==> src/rtl/clic_arbiter.sv <==
// CLIC arbitration engine: scans the per-source register file, picks the highest-ctl pending source,
// gates it against the threshold and runs the claim handshake. Optional `CLIC_VECTOR_EN adds vector addressing.
module clic_arbiter #(
    parameter int clic_sources = 7
) (
    input  logic                    clk,
    input  logic                    rst,
    input  logic                    scan_en,
    output logic [clic_sources-1:0] arb_idx,
    input  logic [7:0]              arb_ip,
    input  logic [7:0]              arb_ie,
    input  logic [7:0]              arb_attr,
    input  logic [7:0]              arb_ctl,
    input  logic [7:0]              thresh,
    input  logic                    claim_valid,
    output logic                    claim_ready,
    output logic [clic_sources-1:0] claim_id,
    output logic                    clr_valid,
    output logic [clic_sources-1:0] clr_idx,
    output logic                    clic_meip,
    output logic [clic_sources-1:0] clic_id,
    output logic [7:0]              clic_level,
    input  logic [31:0]             vtbase,
    output logic [31:0]             clic_vec_addr
);

    localparam logic [clic_sources-1:0] LAST_IDX = '1;
    localparam logic [clic_sources-1:0] IDX_ONE  = {{(clic_sources-1){1'b0}}, 1'b1};

    typedef enum logic [1:0] {SCAN, DRAIN, COMMIT, ACK} state_t;

    state_t                  state;
    logic                    rd_valid;
    logic [clic_sources-1:0] rd_idx;
    logic                    hold_valid;
    logic                    hold_cand;
    logic [7:0]              hold_ctl;
    logic [1:0]              hold_attr;
    logic                    best_valid;
    logic [clic_sources-1:0] best_idx;
    logic [7:0]              best_ctl;
    logic [1:0]              best_attr;
    logic                    win_edge;

    logic                    ev_cand;
    logic [7:0]              ev_ctl;
    logic [1:0]              ev_attr;
    logic                    take;
    logic                    publish;

    // A read dropped by a scan_en freeze is parked in the hold registers and evaluated on resume,
    // so the scan order (and the lower-index tie rule) is preserved without re-reading.
    always_comb begin
        ev_cand = hold_valid ? hold_cand : (arb_ip[0] & arb_ie[0]);
        ev_ctl  = hold_valid ? hold_ctl  : arb_ctl;
        ev_attr = hold_valid ? hold_attr : arb_attr[1:0];
        take    = (state == SCAN || state == DRAIN) && scan_en && (rd_valid || hold_valid)
                  && ev_cand && (!best_valid || ev_ctl > best_ctl);
        publish = best_valid && (best_ctl > thresh);
    end

    always_ff @(posedge clk or negedge rst) begin
        if (!rst) begin
            state       <= SCAN;
            arb_idx     <= '0;
            rd_valid    <= 1'b0;
            rd_idx      <= '0;
            hold_valid  <= 1'b0;
            hold_cand   <= 1'b0;
            hold_ctl    <= '0;
            hold_attr   <= '0;
            best_valid  <= 1'b0;
            best_idx    <= '0;
            best_ctl    <= '0;
            best_attr   <= '0;
            win_edge    <= 1'b0;
            claim_ready <= 1'b0;
            claim_id    <= '0;
            clr_valid   <= 1'b0;
            clr_idx     <= '0;
            clic_meip   <= 1'b0;
            clic_id     <= '0;
            clic_level  <= '0;
`ifdef CLIC_VECTOR_EN
            clic_vec_addr <= '0;
`endif
        end else begin
            claim_ready <= 1'b0;
            clr_valid   <= 1'b0;
            if (take) begin
                best_valid <= 1'b1;
                best_idx   <= rd_idx;
                best_ctl   <= ev_ctl;
                best_attr  <= ev_attr;
            end
            if (claim_valid && clic_meip && state != ACK) begin
                state       <= ACK;
                claim_ready <= 1'b1;
                claim_id    <= clic_id;
                clic_meip   <= 1'b0;
                clr_valid   <= win_edge;
                clr_idx     <= clic_id;
            end else begin
                case (state)
                    SCAN, DRAIN: begin
                        if (scan_en) begin
                            hold_valid <= 1'b0;
                            if (state == SCAN) begin
                                rd_valid <= 1'b1;
                                rd_idx   <= arb_idx;
                                arb_idx  <= arb_idx + IDX_ONE;
                                if (arb_idx == LAST_IDX) state <= DRAIN;
                            end else begin
                                rd_valid <= 1'b0;
                                state    <= COMMIT;
                            end
                        end else if (rd_valid) begin
                            rd_valid   <= 1'b0;
                            hold_valid <= 1'b1;
                            hold_cand  <= arb_ip[0] & arb_ie[0];
                            hold_ctl   <= arb_ctl;
                            hold_attr  <= arb_attr[1:0];
                        end
                    end
                    COMMIT: begin
                        clic_meip <= publish;
                        if (publish) begin
                            clic_id    <= best_idx;
                            clic_level <= best_ctl;
                            win_edge   <= best_attr[1];
                        end
`ifdef CLIC_VECTOR_EN
                        clic_vec_addr <= (publish && best_attr[0]) ? vtbase + 32'({best_idx, 2'b00}) : vtbase;
`endif
                        best_valid <= 1'b0;
                        arb_idx    <= '0;
                        state      <= SCAN;
                    end
                    default: begin
                        best_valid <= 1'b0;
                        rd_valid   <= 1'b0;
                        hold_valid <= 1'b0;
                        arb_idx    <= '0;
                        state      <= SCAN;
                    end
                endcase
            end
        end
    end

    logic unused_bits;
`ifdef CLIC_VECTOR_EN
    assign unused_bits = ^{arb_ip[7:1], arb_ie[7:1], arb_attr[7:2]};
`else
    assign clic_vec_addr = '0;
    assign unused_bits   = ^{arb_ip[7:1], arb_ie[7:1], arb_attr[7:2], vtbase, best_attr[0]};
`endif

endmodule
==> config.mk <==
export PLATFORM = sky130hd
export DESIGN_NAME = clic_arbiter
export DESIGN_NICKNAME = d
export VERILOG_FILES = /design/src/rtl/clic_arbiter.sv
export SDC_FILE = /design/constraint.sdc
export NUM_CORES = 1
export LEC_CHECK = 0
export ABC_AREA = 1
export CAP_MARGIN = 40
export CORE_UTILIZATION = 48
export DETAILED_ROUTE_END_ITERATION = 10
export GPL_ROUTABILITY_DRIVEN = 0
export PLACE_DENSITY = 0.87
export SLEW_MARGIN = 20
export SYNTH_ARGS = -nofsm -noshare
export SYNTH_HDL_FRONTEND = slang
export SYNTH_SLANG_ARGS = --single-unit
export TNS_END_PERCENT = 10
==> constraint.sdc <==
create_clock -name clk -period 2.8 [get_ports clk]
set_input_delay 0.56 -clock clk [delete_from_list [all_inputs] [get_ports clk]]
set_output_delay 0.56 -clock clk [all_outputs]
set_load 0.1 [all_outputs]
==> run notes, run 1 <==
Here are the numbers from the latest Yosys + OpenROAD run.

After floorplanning, the core was divided into 31 placement rows. The non-clock buffering overhead in the final layout is 12.2%. Looking at the clock tree report, the maximum root-to-sink buffer count equals 2. Hold is met by 0.261 ns.

The post-cts sizing count is 0. Sorting the Yosys area breakdown by cell type puts at the top sky130_fd_sc_hd__dfrtp_1. Counting the buffers created by CTS gives 9. STA classifies the critical path startpoint as a flip-flop.

The number of well-tap cells placed is 99. The count of buffers from port buffering came out at 61. The share of cell area taken by flip-flops and latches is 40.0%. The number of cells produced by synthesis came out at 439. Among logic cells in the layout, the one with the most instances is sky130_fd_sc_hd__nand2_1. The data arrival at the endpoint of the critical path came out at 2.60 ns. The post-synthesis share of cell area spent on and-or and or-and gates is 8.68%. The fraction of power consumed by combinational cells is 48.3%. The tally of clock buffers in the finished layout is 10. The synthesized area divided by synthesized cell count came out at 8.60 um2. The via count of the first global-routing pass is 2,798. The global-route total usage across every layer is 19.0%. For the worst reg-to-reg path, the endpoint reported by OpenROAD is best_idx[5]. The run finished with clean final reports. The critical path's slowest stage uses the library cell sky130_fd_sc_hd__dfrtp_1. The required time of the critical path came out at 3.05 ns. After the last flow step, the layout net total stands at 589. After detailed routing, the met2 layer carries 3.45 mm of wire. Among the non-sequential cells, simple AND/OR/NAND/NOR gates take the most area. The number of detailed-route iterations in the first pass is 5.

Summing all flip-flop and latch instances after layout gives 0.00178 mm2. After synthesis, the design contains 439 cells according to Yosys. Ranked by instance count, the synthesized netlist is headed by sky130_fd_sc_hd__nand2_1, sky130_fd_sc_hd__dfrtp_1, sky130_fd_sc_hd__inv_1.

The logic area is 0.00155 mm2. Looking at the reg2reg group, the worst path starts from hold_valid. The layout has 64 buffers outside the clock class.

The floorplan die area is 0.00822 mm2. Of all power groups, the one with the highest power is combinational cells. For this design the total switching power over the nets is 0.00253 W.

The final max-slew violation count recorded for this run is 0. Routed signal wires occupy layers up through met4. The pin count of the biggest net entering global routing is 41.
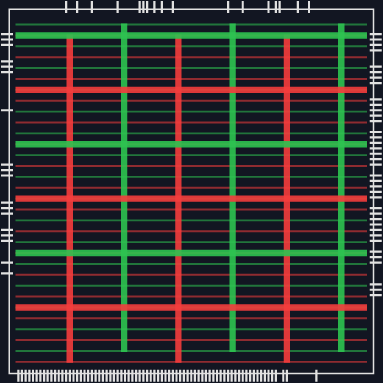
*Floorplan with the power grid, run 1*
Drawn at 4 px/um. Pins as bars on the die edge.
Key: red = VSS; green = VDD
32 met1 rails follow the rows. 6 straps on met5. 6 straps on met4. 147 signal pins sit on the boundary.
Die Width: 90.7 um
worst voltage drop across the vdd grid: 0.417 mV
floorplan core area: 0.00741 mm2
overall die height: 90.7 um

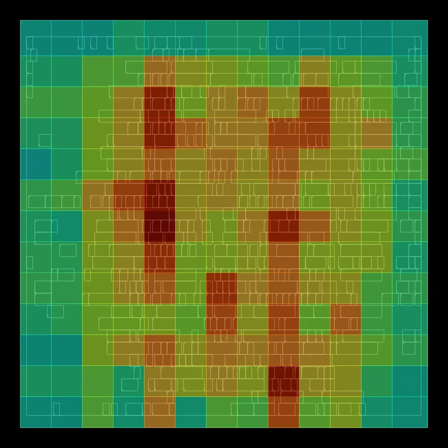
*Congestion heat map, run 1*
met2 Usage GRT: 30.6%
GR Util met1: 23.7%

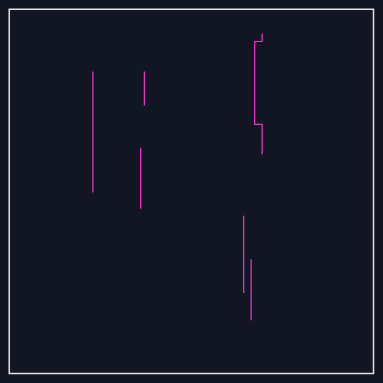
*Met4 routing, run 1*
Drawn at 4 px/um.
The layer carries 121 um of wire. The layer holds 1.7% of the routed length. 5 nets have wire on it.
final routed wirelength across all metal layers: 7.19 mm
number of vias in the routed layout: 2,965

==> run 2, diff against run 1 <==
--- a/config.mk
+++ b/config.mk
@@ -7,10 +7,10 @@
 export LEC_CHECK = 0
 export ABC_AREA = 1
 export CAP_MARGIN = 40
-export CORE_UTILIZATION = 48
+export CORE_UTILIZATION = 44
 export DETAILED_ROUTE_END_ITERATION = 10
 export GPL_ROUTABILITY_DRIVEN = 0
-export PLACE_DENSITY = 0.87
+export PLACE_DENSITY = 0.81
 export SLEW_MARGIN = 20
 export SYNTH_ARGS = -nofsm -noshare
 export SYNTH_HDL_FRONTEND = slang
==> constraint.sdc (replaced) <==
create_clock -name clk -period 2.4 [get_ports clk]
set_input_delay 0.48 -clock clk [delete_from_list [all_inputs] [get_ports clk]]
set_output_delay 0.48 -clock clk [all_outputs]
set_load 0.1 [all_outputs]
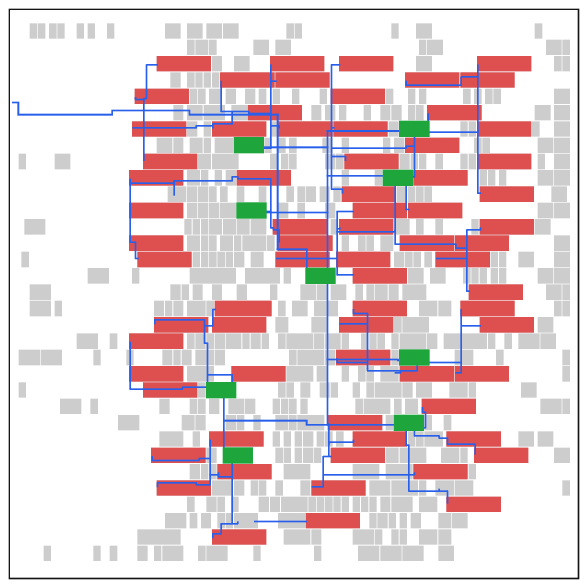
*Routed clock nets over the placement, run 2*
Drawn at 6 px/um.
Key: red = flip-flops [count 71]; blue = clock wires [length 818 um]; green = clock drivers [count 9]
There are 10 routed clock nets.
reported clock group power: 0.000892 W
largest clock skew in the final design: 0.0140 ns
relative contribution of the clock network to total power: 15.4%
clock insertion delay at the later pin of the skew report: 0.36 ns

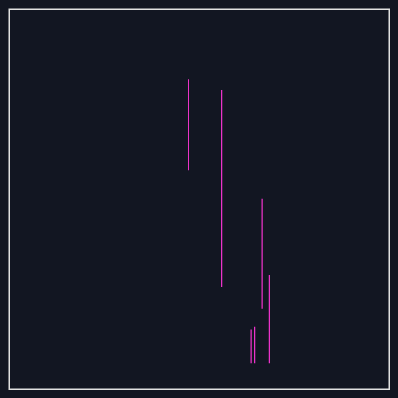
*Met4 routing, run 2*
Drawn at 4 px/um.
The layer holds 1.9% of the routed length. The longest straight run is 49.0 um. 6 nets have wire on it. The wires run mostly vertical. The layer carries 137 um of wire.
final routed wirelength across all metal layers: 7.19 mm
number of vias in the routed layout: 2,880

==> run 2 against run 1 <==
Net effect: sequential share of layout area fell by 0.15 points; critical path type unchanged; critical endpoint is now best_idx[6]; clock-buffer cell count down 1; total power increased by 12%; clock power down about 10%; critical path depth did not move; sequential cell count unchanged; clock skew grew 0.0036 ns.
==> run notes, run 2 <==
Here are the numbers from the latest Yosys + OpenROAD run.

The flow ran to the end, and the final reports show no timing, DRC or antenna violations. The main logic family after synthesis is simple AND/OR/NAND/NOR gates. The global-route congestion overflow total is 0.

Per the timing report, the most critical flop-to-flop path originates at hold_valid. The post-synthesis share of cell area spent on and-or and or-and gates came out at 8.68%. The number of buffers added by the clock tree synthesis step came out at 9. The via count of the first global-routing pass came out at 2,716. The capture point of the worst register-to-register path is recorded as best_idx[6]. Ranked by instance count, the synthesized netlist is headed by sky130_fd_sc_hd__nand2_1, sky130_fd_sc_hd__dfrtp_1, sky130_fd_sc_hd__inv_1. The required time of the critical path is 2.65 ns. In the synthesized netlist, the number of instances is 439. The global-route total usage across every layer is 17.3%. The kind of end point of the critical path is a flip-flop. The fraction of power consumed by combinational cells is 51.2%.

The cell type with the highest aggregate area in the netlist is sky130_fd_sc_hd__dfrtp_1. The largest voltage drop on the vdd net came out at 0.449 mV. The storage element area is 0.00178 mm2. The chip height is 94.6 um. Data arrives at the worst endpoint at 2.43 ns. The layout has 9 clock buffers. On met2, the global router reports a usage of 29.8%.

The number of cell instances after yosys synthesis came out at 439. The x dimension of the die came out at 94.6 um. The floorplan die area came out at 0.00895 mm2.

The pin count of the biggest net entering global routing is 72. The count of buffers from port buffering came out at 61. The longest clock path from root to sink contains 2 buffers.

The adder-cell area share of the yosys netlist is 5.63%. The worst hold slack came out at 0.117 ns. After clock tree synthesis, the repair step resized 0 gates. Per the layout report, the design carries 73 non-clock buffers.

The share of cell area taken by flip-flops and latches is 39.9%. The slowest stage of the critical path is the sky130_fd_sc_hd__dfrtp_2 cell. The group that draws the most power in this run is combinational cells. The leakage power of the design came out at 2.42 nW. STA classifies the critical path startpoint as a flip-flop.

The number of pins with negative max-slew slack in the final report came out at 0. The routed wire length on met2 is 3.48 mm. The critical path's largest stage delay is 0.52 ns. Dividing the detail-routed via count by the number of cells gives 4.68. The non-clock buffering overhead in the final layout came out at 14.0%. The number of well-tap cells placed is 105. The worst setup path is of the reg2reg kind. Dividing the synthesized area by the synthesized cell count gives 8.60 um2. The layout report lists the multi-input gate area as 0.00155 mm2. The top cell type in the final layout, fill and taps aside, is sky130_fd_sc_hd__nand2_1. The highest layer touched by signal routing is met4.
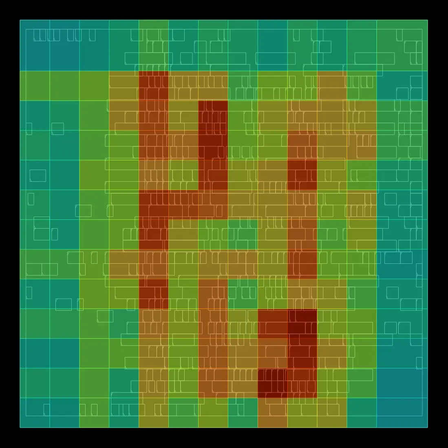
*Congestion heat map, run 2*
final design utilization: 54.0%
GR Util met1: 20.3%
met3 usage: 3.46%

==> run 3, diff against run 2 <==
--- a/config.mk
+++ b/config.mk
@@ -7,10 +7,12 @@
 export LEC_CHECK = 0
 export ABC_AREA = 1
 export CAP_MARGIN = 40
+export CORE_MARGIN = 2
 export CORE_UTILIZATION = 44
 export DETAILED_ROUTE_END_ITERATION = 10
 export GPL_ROUTABILITY_DRIVEN = 0
 export PLACE_DENSITY = 0.81
+export SKIP_CTS_REPAIR_TIMING = 1
 export SLEW_MARGIN = 20
 export SYNTH_ARGS = -nofsm -noshare
 export SYNTH_HDL_FRONTEND = slang
==> constraint.sdc (replaced) <==
create_clock -name clk -period 2.4 [get_ports clk]
set_input_delay 0.48 -clock clk [delete_from_list [all_inputs] [get_ports clk]]
set_output_delay 0.48 -clock clk [all_outputs]
set_load 0.01 [all_outputs]
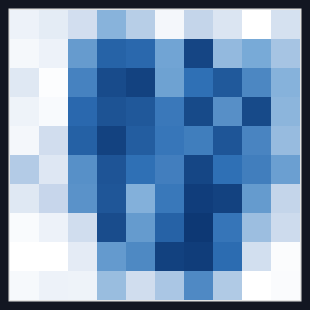
*Cell density map, run 3*
Drawn at 3 px/um. 10 x 10 tiles, from white (low) to dark blue (high), 0 to 100% covered.
The fullest tile reaches 97%. The emptiest ninth of the die: bottom left. The mean over all tiles is 48%. 26% of the tiles are over 75% full.
floorplan core area: 0.00826 mm2
Init Core Util: 45.7%
final design utilization: 55.9%

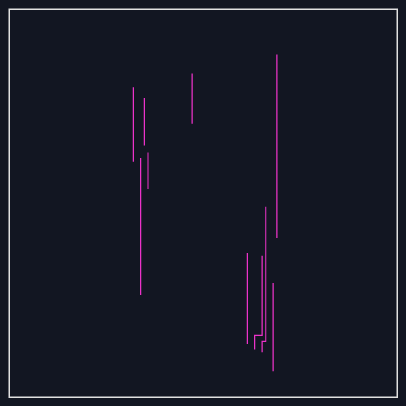
*Met4 routing, run 3*
Drawn at 4 px/um.
The layer holds 3.1% of the routed length. The layer carries 237 um of wire. The longest straight run is 45.6 um.
number of vias in the routed layout: 2,969
final routed wirelength across all metal layers: 7.67 mm

==> run 3 against run 2 <==
Net effect: critical path depth stayed put; design area is 3.5% higher; sequential power hardly changed; clock skew is 0.0027 ns lower; critical path type unchanged; critical endpoint is now best_attr[1].
==> run notes, run 3 <==
Here are the numbers from the latest Yosys + OpenROAD run.

The number of well-tap cells placed came out at 105. For reference, full adder, half adder and majority cells occupy 5.63% of the area reported after synthesis. For met1 alone, demand over resource in global routing was 20.1%. The critical path in this run is classified as reg2reg. The flow ran to the end, and the final reports show no timing, DRC or antenna violations. The worst hold slack is 0.172 ns. In this run, the synthesized area fraction spent on AND-OR/OR-AND gates is recorded as 8.68%.

The tally of clock buffers in the finished layout came out at 10. The part of the power in the clock network came out at 22.9%. In the power breakdown, the biggest contributor is combinational cells. For this run, the detailed router reports a per-instance via density of 4.84. The fraction of power consumed by combinational cells came out at 39.8%. Per the timing report, the most critical flop-to-flop path finishes at best_attr[1]. The kind of end point of the critical path is a flip-flop. The largest voltage drop on the vdd net came out at 0.469 mV. For this run the aggregate overflow at the end of global routing stands at 0. The critical path's largest stage delay came out at 0.51 ns. The chip height came out at 96.6 um. For this design, the slowest cell found on the critical path is sky130_fd_sc_hd__dfrtp_2.

The dominant logic cell type in the layout is sky130_fd_sc_hd__nand2_1. The number of pins with negative max-slew slack in the final report came out at 0. At the later pin of the worst-skew pair, clock insertion delay measures 0.35 ns.
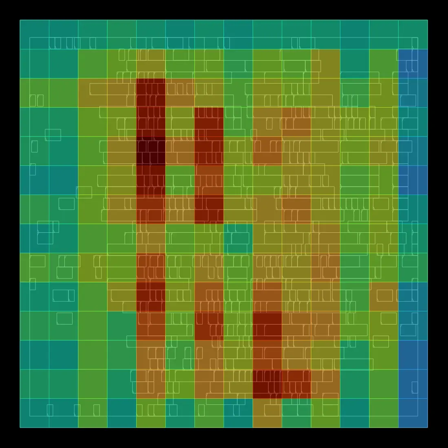
*Congestion heat map, run 3*
All-Layer GR Usage: 16.7%
met3 usage: 4.34%
post-detailed-route wirelength per cell: 12.5 um

No activity file was given, so power comes from the tool's default toggle rates.
